==> config.mk <==
export PLATFORM = sky130hd
export DESIGN_NAME = control_sequencer
export DESIGN_NICKNAME = d
export VERILOG_FILES = /design/src/rtl/cpu_pkg.sv /design/src/rtl/control_decoder.sv /design/src/rtl/control_sequencer.sv
export SDC_FILE = /design/constraint.sdc
export NUM_CORES = 1
export LEC_CHECK = 0
export CORE_MARGIN = 2
export CORE_UTILIZATION = 50
export DETAILED_ROUTE_END_ITERATION = 6
export GPL_ROUTABILITY_DRIVEN = 0
export PLACE_DENSITY = 0.87
export SLEW_MARGIN = 25
export SYNTH_ARGS = -nofsm -noshare
export SYNTH_HDL_FRONTEND = slang
export SYNTH_SLANG_ARGS = --single-unit
==> constraint.sdc <==
create_clock -name CLK -period 3.91 [get_ports CLK]
set_input_delay 0.9775 -clock CLK [delete_from_list [all_inputs] [get_ports CLK]]
set_output_delay 0.9775 -clock CLK [all_outputs]
set_load 0.005 [all_outputs]
### Selected gate families

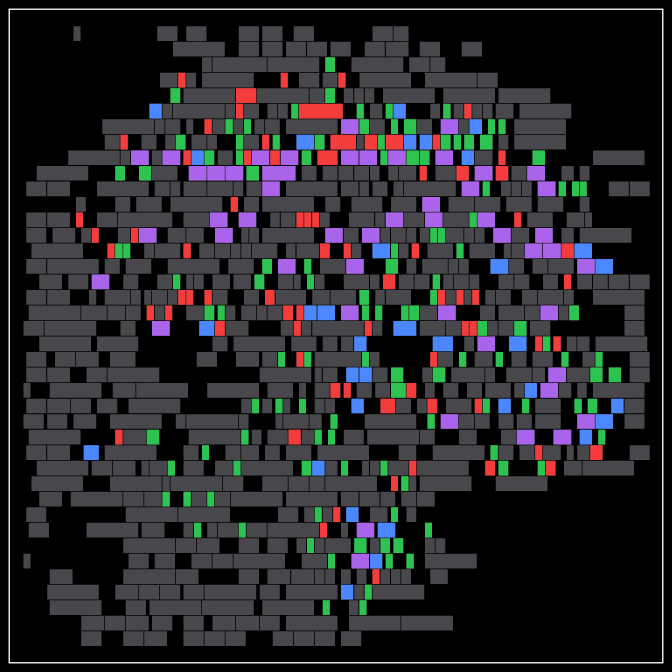
nor cells -> red  # cells 75
nand cells -> green  # cells 117
and/or cells -> blue  # cells 33
xor and xnor cells -> purple  # cells 50
share of cell area taken by multi-input logic gates: 52.6%
most common cell after layout, fill and taps aside: clkdlybuf4s50_1
final standard cell count with taps included and fillers excluded: 940

### Clock wires, drivers and flops

Bar = 20 um.
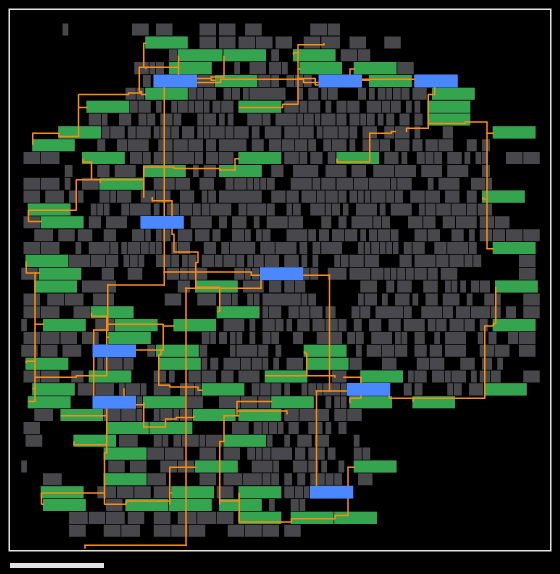
clock drivers -> blue  # count 9
flip-flops -> green  # count 77
clock wires -> orange  # length 1060 um
flops lie = spread over the die
power of the clock network: 0.000800 W
clk_skew: 0.00924 ns
Late-Pin Clk Latency: 0.35 ns
clock share of power: 11.4%

### Sequential cells grouped by signal name

Bar = 20 um. Other sequential cells in the stronger gray, the rest of the logic in the fainter gray.
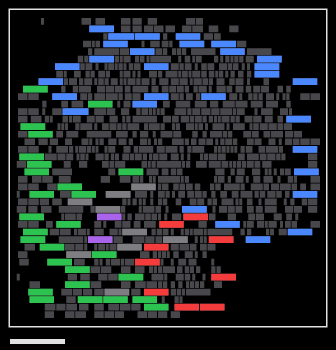
`stall_cnt` -> red  # flops 9, where south
`ir` -> green  # flops 27
`ALUOP` -> purple  # flops 2
`PC` -> blue  # flops 30
area used by sequential logic in the layout: 1930 sq um
Core Util, Final: 62.1%
Power Sequential: 0.00150 W

==> out/results.ini <==
[synthesis]
dominantRegCellSynth=dfrtp_1
synth_sequential_area_ratio_pct=31.7
numSynthFlops=77
synth_largest_type_area_fraction_pct=31.7
postSynth.asyncResetShare_pct=100
yosys_area_sq_um=6080
ys_warn_count=0
netlist_instances=714
area_leaders=dfrtp_1, ha_1, mux2_2
synth-edff-count=0
yosys.cell_types.count=64
largest_area_cell=dfrtp_1
syn_area_cell_sq_um=8.52
netlist_top_cells_count=nand2_1, dfrtp_1, a21oi_1, nor2_1, ha_1
synthesis.area_sq_um=6080
netlist.top_cell.by_instances=nand2_1
yosysCellCount=714

[die]
floorplan.die.width_um=114
top_level_ports=93
fp.coreArea_sq_um=12000
floorplan.initialDensity_pct=50.9
die_height_um=114
chip_area_sq_um=13100
num_rows=40

[cells_and_area]
layout.nets=869
n_fill_cell=986
most-common-layout-cells=clkdlybuf4s50_1, nand2_1, dfrtp_1, a21oi_1, nor2_1
syn2layout_area_growth_pct=22.0
largest_register_ffs=30
fraction_of_final_layout_cells_sized_beyond_drive_strength_1_pct=11.7
fin_area_sq_um=7420
diodes=0

[route]
routed_antenna_nets=0
viasPerCell=6.00
pre_repair_dr_iteration_count=5
detail_route.wl_per_cell_um=16.4
drt-initial-drc-count=466
vias=5640
post-route-drc-count=0
routed_wl_um=15400

[place]
dpl_cell_area_sq_um=7040
place_inst=923
port_buffers=84
place_hpwl_um=11000
place_ws_ns=0.0123

[sta]
hold_violations=0
finalMaxSlewViolations=0
layout_worst_path_cycle_share_pct=96.3
fin_hold_ws_ns=0.472
timing.fmax_ghz=0.266
worstMarginPinSlew_ns=0.832
timing.slew.headroom_pct=44.2
final_period_minus_worst_setup_slack_ns=3.77
fin_setup_tns_ns=0
fin_ws_ns=0.145
setup_violations=0
rsz_0062_raised_after_global_routing=true

[clock_network]
cts.sink_count=77
ctsLongestPathBuffers=2
cts-buffers-inserted=9
ctsHtreeMaxLevel=3
cts_hold_buffers=0
root_buffer=clkbuf_16
cts_tree=yes
clkTransAtPathRegs_ns=0.07

[global_routing]
first_global_vias=5368
grt_pass1_wl_um=25400
grt_antenna_before_repair=0
final_global_route_overflow_total=0
grtUsageTotal_pct=24.2
grt_start_max_net_pins=78

[pwr]
design_power_total_w=0.00704
cellPowerDensity_nw_per_um2=948
power_leakage_nw=3.26
vdd.ir_drop.worst_mv=0.613

[job]
timing.max_cap.violations=0
stage_log_warnings=44

[setup_path]
timing.reg2reg.worst_path_depth=14
timing.critical_path.buf_inv=1
cpMaxStageDelayCell=or4_1
critical_path.startpoint_type=flip-flop
critical_path.top_delay_family=simple AND/OR/NAND/NOR gates
crit_cells=14
crit_path_end_kind=flip-flop
crit_fanout=7
timing.setup.critical_path_class=flip-flop to flip-flop
timing.reg2reg.setup_slack_ns=0.14
critPathArrivalTime_ns=3.99
timing.critical_path.mode_cell=and3_1
critical-path-max-stage-delay_ns=0.46
cp.required_ns=4.13
path_cells=ha_1 > and3_1 > nand3_1 > buf_4 > nor3_1 > xor2_1 > ha_2 > a21o_1 > or4_1 > and3_1 > o31ai_2 > or4b_1 > o31ai_1 > o21ai_1

[status]
run_status=finished, final reports clean

[min_path]
hold-path-cell-count=1
hp-class=flip-flop to flip-flop

power breakdown:
| part | internal (W) | total (W) | switching (W) |
|---|---|---|---|
| Combinational | 0.00217 | 0.00474 | 0.00257 |
| Clock | 0.000441 | 0.000800 | 0.000359 |
| Sequential | 0.00113 | 0.00150 | 0.000362 |
| Total | 0.00375 | 0.00704 | 0.00329 |
cell type report:
| class | count | area [sq um] | area share (%) |
|---|---|---|---|
| clock buffer | 10 | 229 | 3.08 |
| clock inverter | 6 | 55.1 | 0.742 |
| inverter | 19 | 71.3 | 0.961 |
| multi-input combinational | 569 | 3900 | 52.6 |
| sequential | 77 | 1930 | 26.0 |
| tap | 147 | 184 | 2.48 |
| timing repair buffer | 112 | 1050 | 14.2 |
cell families after synthesis:
kind of cell    synth area share, %
compound gates                 22.0
xor+xnor                       7.20
fa+ha+maj                      9.38
buf+inv                        5.70
flops                          31.7
mux                            6.38
other cells                  0.0616
simple gates                   17.6
layer usage:
metal,track usage [%],wire length (um)
met1,29.6,6370
met2,41.3,7650
met3,4.98,966
met4,10.8,397
met5,0,0
repair_timing:
action,4_1_cts,5_1_grt
resized,1,17
pin swaps,0,5
buffers inserted,0,1
setup endpoints to repair,1,8
worst reg2reg max path, cell delays in order (launching register included):
cell	delay, ns
dfrtp_2	0.42
ha_1	0.16
and3_1	0.15
nand3_1	0.12
buf_4	0.19
nor3_1	0.17
xor2_1	0.29
ha_2	0.39
a21o_1	0.18
or4_1	0.46
and3_1	0.21
o31ai_2	0.24
or4b_1	0.45
o31ai_1	0.09
o21ai_1	0.12
Power and IR drop assume default switching activity.
